Fig. 1: run 1, supply network
Bar = 20 um. Pins as bars on the die edge.
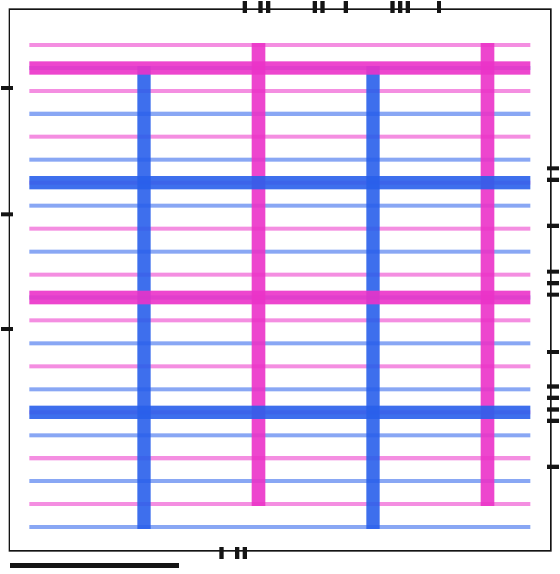
Fig. 2: run 1, placed cells, one colour a class
Bar = 20 um.
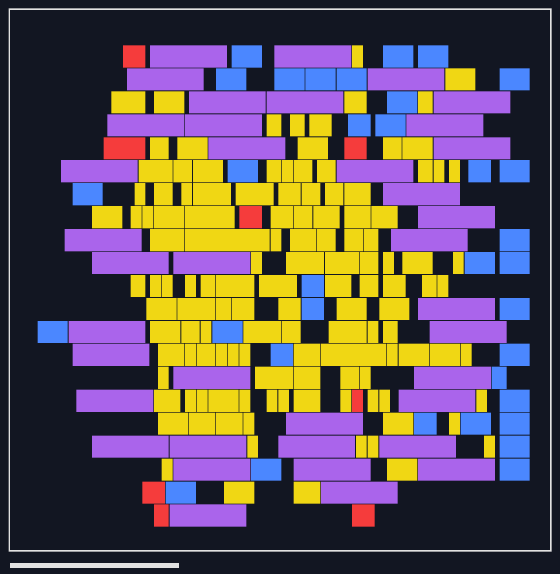
Fig. 3: run 1, clock distribution
Bar = 20 um.
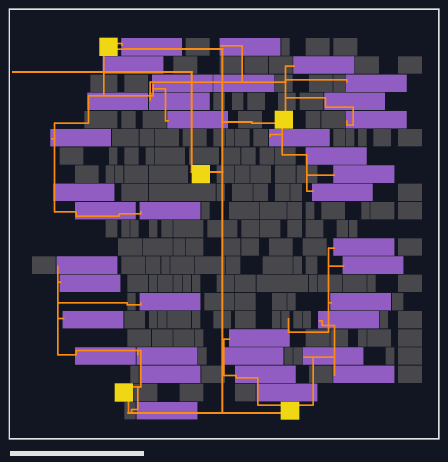
==> config.mk <==
export PLATFORM = sky130hd
export DESIGN_NAME = rca_operand_loader
export DESIGN_NICKNAME = d
export VERILOG_FILES = /design/src/rtl/rca_operand_loader.sv
export SDC_FILE = /design/constraint.sdc
export NUM_CORES = 1
export LEC_CHECK = 0
export CORE_MARGIN = 2
export CORE_UTILIZATION = 54
export CTS_CLUSTER_DIAMETER = 200
export CTS_CLUSTER_SIZE = 25
export DETAILED_ROUTE_END_ITERATION = 16
export PLACE_DENSITY = 0.9
export SLEW_MARGIN = 10
export SYNTH_ARGS = -nofsm -noshare
export SYNTH_HDL_FRONTEND = slang
export SYNTH_SLANG_ARGS = --single-unit
==> constraint.sdc <==
create_clock -name clk -period 2.26 [get_ports clk]
set_input_delay 0.339 -clock clk [delete_from_list [all_inputs] [get_ports clk]]
set_output_delay 0.339 -clock clk [all_outputs]
set_load 0.02 [all_outputs]
==> src/rtl/rca_operand_loader.sv <==
// Serial-to-parallel operand feeder for the four-operand ripple-carry adder, with F-valid tracking.
// Optional group counter on grp_count is built when RCA_LOADER_STATS_EN is defined.
module rca_operand_loader #(
    parameter int W   = 4,
    parameter int LAT = 2
) (
    input  logic         clk,
    input  logic         rst_n,
    input  logic [W-1:0] in_data,
    input  logic         in_valid,
    input  logic         in_last,
    output logic         in_ready,
    output logic [W-1:0] out_a,
    output logic [W-1:0] out_b,
    output logic [W-1:0] out_c,
    output logic [W-1:0] out_d,
    output logic         out_valid,
    input  logic         out_ready,
    output logic         f_valid
`ifdef RCA_LOADER_STATS_EN
    ,
    output logic [15:0]  grp_count
`endif
);

    typedef enum logic {FILL, HOLD} state_t;

    state_t         state, state_nxt;
    logic [1:0]     slot;
    logic [W-1:0]   stg [4];
    logic [W-1:0]   grp [4];
    logic [LAT-1:0] lat_sr;
    logic           accept, fire, complete, load_grp, load_stg;

    assign in_ready = rst_n & (state == FILL);
    assign accept   = in_valid & in_ready;
    assign fire     = out_valid & out_ready;
    assign complete = accept & ((slot == 2'd3) | in_last);
    assign load_grp = (state == FILL) & complete & (~out_valid | fire);
    assign load_stg = (state == HOLD) & fire;
    assign f_valid  = lat_sr[LAT-1];

    // Completed group as it would stand after this accept; slots beyond the current word are zero.
    always_comb begin
        for (int i = 0; i < 4; i++) begin
            grp[i] = '0;
            if (2'(i) < slot)
                grp[i] = stg[i];
            else if (2'(i) == slot)
                grp[i] = in_data;
        end
    end

    always_comb begin
        state_nxt = state;
        case (state)
            FILL: if (complete && out_valid && !fire) state_nxt = HOLD;
            HOLD: if (fire) state_nxt = FILL;
            default: state_nxt = FILL;
        endcase
    end

    always_ff @(posedge clk or negedge rst_n) begin
        if (!rst_n)
            state <= FILL;
        else
            state <= state_nxt;
    end

    always_ff @(posedge clk or negedge rst_n) begin
        if (!rst_n) begin
            slot      <= '0;
            out_a     <= '0;
            out_b     <= '0;
            out_c     <= '0;
            out_d     <= '0;
            out_valid <= 1'b0;
            for (int i = 0; i < 4; i++) stg[i] <= '0;
        end else begin
            if (accept) begin
                if (complete) begin
                    slot <= '0;
                    // Output register busy: park the finished group in staging until it drains.
                    if (!load_grp)
                        for (int i = 0; i < 4; i++) stg[i] <= grp[i];
                end else begin
                    stg[slot] <= in_data;
                    slot      <= slot + 2'd1;
                end
            end
            if (load_grp) begin
                out_a     <= grp[0];
                out_b     <= grp[1];
                out_c     <= grp[2];
                out_d     <= grp[3];
                out_valid <= 1'b1;
            end else if (load_stg) begin
                out_a     <= stg[0];
                out_b     <= stg[1];
                out_c     <= stg[2];
                out_d     <= stg[3];
                out_valid <= 1'b1;
            end else if (fire) begin
                out_valid <= 1'b0;
            end
        end
    end

    always_ff @(posedge clk or negedge rst_n) begin
        if (!rst_n) begin
            lat_sr <= '0;
        end else begin
            lat_sr[0] <= fire;
            for (int i = 1; i < LAT; i++) lat_sr[i] <= lat_sr[i-1];
        end
    end

`ifdef RCA_LOADER_STATS_EN
    always_ff @(posedge clk or negedge rst_n) begin
        if (!rst_n)
            grp_count <= '0;
        else if (fire)
            grp_count <= grp_count + 16'd1;
    end
`endif

endmodule

==> results.txt, run 1 <==
The implementation run finished. Met2 demand-to-capacity share in global routing landed at 37.5%. The first global-routing pass estimated 7.43 mm of wire. Post-layout net count landed at 220. Overall global routing resource usage landed at 23.9%. Relative to the synthesized area, the layout overhead comes to 18.7%. Ratio of cells with drive above 1 in the final layout landed at 13.5%. The capture point of the critical path was reported as in_ready. The power report lists cell-internal power as 1.71 mW. Total CTS buffers landed at 5.

The library cell used most frequently in the layout, excluding fill and tap cells, is sky130_fd_sc_hd__dfrtp_1. Number of standard-cell rows in the floorplan landed at 21. In the layout the commonest cells are sky130_fd_sc_hd__dfrtp_1, sky130_fd_sc_hd__inv_1, sky130_fd_sc_hd__clkdlybuf4s50_1.

According to the floorplan report, the placeable core area is 3390 um2. Number of cells on the worst reg-to-reg path landed at 4. Clock latency of the later-clocked register in the worst-skew pair landed at 350 ps. Setup total negative slack on the finished layout was measured at 0 ps.

The warning tally printed by Yosys for this design is 0. The power report shows net switching accounting for 37.8% of the total. The tree built by TritonCTS fans out to 38 sinks. Quantity of gates resized following cts landed at 0. Counting flops and latches in the post-synthesis netlist gives 38.

Die outline area landed at 4090 um2. Before placement the cells fill 57.3% of the core. Entering global routing, the biggest net connects 22 pins. The clock network is responsible for 13.4% of the overall power. Per the synthesis report, the dominant area consumer among library cells is sky130_fd_sc_hd__dfrtp_1. Via count of the routed design landed at 1585. The largest part of the power goes to combinational logic. STA classifies the critical path endpoint as an output port.

Proportion of netlist area held by the largest area contributor landed at 48.9%. Combinational logic power landed at 1.21 mW. The global routing report lists met3 layer usage as 5.99%. Of the post-synthesis cell area, the part taken by muxes is 2.25%. Looking at the cell usage after synthesis, the top flip-flop cell is sky130_fd_sc_hd__dfrtp_1. The placement summary gives the final routability congestion estimate as 0.860. Measured slew at the worst slew-check pin landed at 503 ps. Looking at the reg2reg group, the worst path ends at out_b[1]$_DFFE_PN0P_. The flow ran to the end, and the final reports show no timing, DRC or antenna violations. Via density per instance landed at 6.26. Sequential-to-total area share from yosys stat landed at 48.9%.
## Picture notes: Fig. 1
Key: VDD = magenta; VSS = blue
28 signal pins sit on the boundary. 4 straps on met5. 22 met1 rails follow the rows. The core has 21 rows.

## Picture notes: Fig. 2
Key: clock drivers and dummy loads = red [cells 8, share of their area 2.7%]; combinational and other logic = yellow [cells 127, share of their area 41%]; flops = purple [cells 38, share of their area 42%]; other buffers and delay cells = blue [cells 34, share of their area 14%]

## Picture notes: Fig. 3
Key: flip-flops = purple [count 38]; clock wires = orange [length 433 um]; clock drivers = yellow [count 5]
Position of the flops: spread over the die. There are 6 routed clock nets.

run 1: state kept, by name, indices dropped and copies added (netlist names):
signal	count
lat_sr	2
out_a	4
out_b	4
out_c	4
out_d	4
out_valid	1
slot	2
state	1
stg	16
run 1: stage by stage:
stage | worst slack (ps) | hold slack, ps | total power, mW | instance area (um2)
2_1_floorplan | 572 | 43.4 | 1.91 | 1940
3_3_place_gp | 247 | 161 | 2.31 | 2240
3_5_place_dp | 163 | 162 | 2.38 | 2240
4_1_cts | 97.6 | 300 | 2.75 | 2310
5_1_grt | 24.6 | 296 | 2.91 | 2310
6_report | 82.1 | 317 | 2.74 | 2310
run 1: final cells by class:
class / instances / area [um2]
Sequential cell: 38 / 951
Multi-Input combinational cell: 98 / 808
Fill cell: 234 / 1080
Inverter: 29 / 109
Tap cell: 46 / 57.6
Clock inverter: 1 / 5.00
Timing Repair Buffer: 34 / 320
Clock buffer: 7 / 55.1
run 1: routing by layer:
metal	vias to the layer above	share of wire, %
met5	-	0
met4	0	2.5
met3	14	8.6
met2	103	49
met1	757	40
li1	711	-
run 1: worst min path at each step:
| stage | startpoint | to | slack [ps] |
|---|---|---|---|
| 2_1_floorplan | rst_n | lat_sr[0]$_DFF_PN0_ | 40 |
| 3_3_place_gp | rst_n | stg[2]$_DFFE_PN0P_ | 160 |
| 3_5_place_dp | rst_n | stg[2]$_DFFE_PN0P_ | 160 |
| 4_1_cts | rst_n | stg[2]$_DFFE_PN0P_ | 300 |
| 5_1_grt | rst_n | stg[2]$_DFFE_PN0P_ | 300 |
| 6_report | rst_n | stg[2]$_DFFE_PN0P_ | 320 |
run 1: critical path, delay by kind of cell:
family | cells | cell delay [ps]
and+or+nand+nor | 1 | 140
buffers and inverters | 4 | 1350
==> inputs of run 2 (changes only) <==
Settings changed: CORE_MARGIN 2 to not set.
==> run 2 against run 1 <==
Worst hold slack worse by 240 ps. Sequential power about the same. Critical path type is now reg -> out. Setup slack improved by 120 ps. Area after synthesis did not move. Non-clock buffer count is 2 lower. Final cell count decreased by 0.79%.
==> results.txt, run 2 <==
The implementation run finished. Final-layout clock-cell area share landed at 2.62% (was 2.60%). Cell area after layout landed at 2290 um2 (was 2310 um2). The post-layout minimum cycle time was 2050 ps (was 2180 ps). The overall global routing resource usage came to 25.0% (was 23.9%).

Final worst slack landed at 205 ps (was 82.1 ps). The count of synthesis-stage warnings from yosys is 0 (unchanged). The most frequently placed logic cell in the final layout is sky130_fd_sc_hd__dfrtp_1 (unchanged). Via density per instance landed at 6.16 (was 6.26). Floorplan core density landed at 57.3% (unchanged). The quantity of gates resized following cts was 0 (unchanged). The buffer-and-inverter tally for the worst setup path came to 2 (was 4). The layout-stage area growth over the synthesis result is 17.8% (was 18.7%).

Non-clock buffer instance count of the final layout landed at 32 (was 34). Proportion of netlist area held by the largest area contributor landed at 48.9% (unchanged). The cell type taking the most area was registers (unchanged).

The via count of the routed design came to 1546 (was 1585). Synthesis-stage register bit count landed at 38 (unchanged). The non-clock buffer contribution to total cell area was 13.2% (was 13.9%). The number of fill cells is 254 (was 234). Dominant logic cell types in the final layout: sky130_fd_sc_hd__dfrtp_1, sky130_fd_sc_hd__inv_1, sky130_fd_sc_hd__clkdlybuf4s50_1 (unchanged). The number of cells on the worst reg-to-reg path is 4 (unchanged).

The register bank with the most flops was stg (unchanged). The maximum operating frequency was 0.487 GHz (was 0.459 GHz). Post-detailed-placement cell area landed at 2230 um2 (was 2240 um2). The critical path's top delay family is buffers and inverters (unchanged). Number of flip-flops under the largest register name landed at 16 (unchanged). The number of standard-cell rows in the floorplan was 21 (unchanged). Number of sinks on the clock net landed at 38 (unchanged). The last weighted congestion value of the routability-driven placer came to 0.900 (was 0.860). The total CTS buffers was 5 (unchanged). The measured slew at the worst slew-check pin came to 501 ps (was 503 ps). The tap cell instance count is 46 (unchanged). The sum of internal, switching and leakage power was 2.74 mW (about the same).

The ratio of cells with drive above 1 in the final layout came to 13.2% (was 13.5%). The die outline area came to 3840 um2 (was 4090 um2). The count of multi-input combinational gates is 98 (unchanged). The sequential portion of the cell area is 41.6% (was 41.2%). The biggest area consumer among synthesized cells is sky130_fd_sc_hd__dfrtp_1 (unchanged). Post-layout net count landed at 218 (was 220).

The maximum number of pins on one net before global-route repair was 39 (was 22). The critical path endpoint category is an output port (unchanged). Number of flip-flops and latches landed at 38 (unchanged).

Inverter count landed at 29 (unchanged). The final setup TNS is 0 ps (unchanged). The capturing point of the worst reg2reg path is out_b[1]$_DFFE_PN0P_ (unchanged).

Wire length of the first global-routing pass landed at 6.82 mm (was 7.43 mm). Run status: complete, no violations (unchanged). Sequential-to-total area share from yosys stat landed at 48.9% (unchanged). Combined area of the multi-input logic cells landed at 808 um2 (unchanged). The share of the core filled with cells was 67.5% (was 68.0%).

Pre-CTS worst setup slack landed at 116 ps (was 163 ps).
run 2: cell families after synthesis:
logic type	count (synthesis)	synth area share (%)
AOI/OAI and AO/OA	41	20.0
adders and majority gates	5	3.22
buffers and inverters	38	9.46
DFF	38	48.9
muxes	4	2.25
and+or+nand+nor	48	16.1
run 2: worst register-to-register path, delay by kind of cell, from the launching register on:
family | cells | cell delay, ps
AND-OR/OR-AND | 2 | 660
adder cells (fa/ha/maj) | 1 | 340
flip-flops | 1 | 480
AND/OR/NAND/NOR | 1 | 350
run 2: layer usage:
| metal | GRT usage [%] | part of all wire, % | wire length, um |
|---|---|---|---|
| met1 | 31.9 | 42 | 1860 |
| met4 | 14.9 | 2.5 | 109 |
| met3 | 6.00 | 4.7 | 204 |
| met5 | 0 | 0 | 0 |
| met2 | 38.4 | 50 | 2200 |
run 2: where the power goes:
group / leakage, nW / switching (mW) / internal [mW] / total [mW]
logic: 0.564 / 0.633 / 0.571 / 1.20
registers: 0.465 / 0.178 / 0.980 / 1.16
clock network: 0.0353 / 0.226 / 0.151 / 0.377
total: 1.06 / 1.04 / 1.70 / 2.74
run 2: worst max path at each step:
| stage | from | to | cells after the start |
|---|---|---|---|
| 2_1_floorplan | slot[1]$_DFFE_PN0P_ | stg[10]$_DFFE_PN0P_ | 6 |
| 3_3_place_gp | out_ready | out_a[2]$_DFFE_PN0P_ | 4 |
| 3_5_place_dp | out_ready | out_b[1]$_DFFE_PN0P_ | 4 |
| 4_1_cts | state$_DFF_PN0_ | in_ready | 3 |
| 5_1_grt | state$_DFF_PN0_ | in_ready | 3 |
| 6_report | state$_DFF_PN0_ | in_ready | 3 |
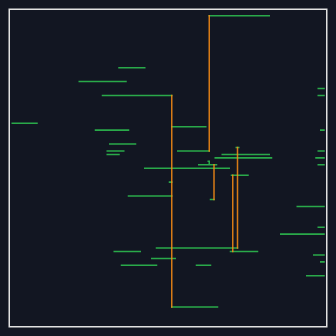
Fig. 4. Signal wires by layer (run 2).
Only two layers are drawn.
Key: metal 4 = orange [wire length 110 um]; metal 3 = green [wire length 205 um]

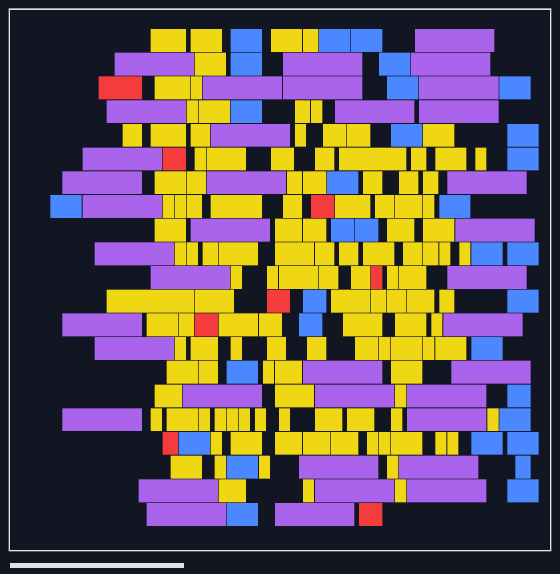
Fig. 5. Placed cells, one colour a class (run 2).
Bar = 20 um.
Key: clock drivers and dummy loads = red [cells 8, share of their area 2.7%]; flops = purple [cells 38, share of their area 43%]; combinational and other logic = yellow [cells 127, share of their area 41%]; other buffers and delay cells = blue [cells 32, share of their area 14%]

Power and IR drop assume default switching activity.
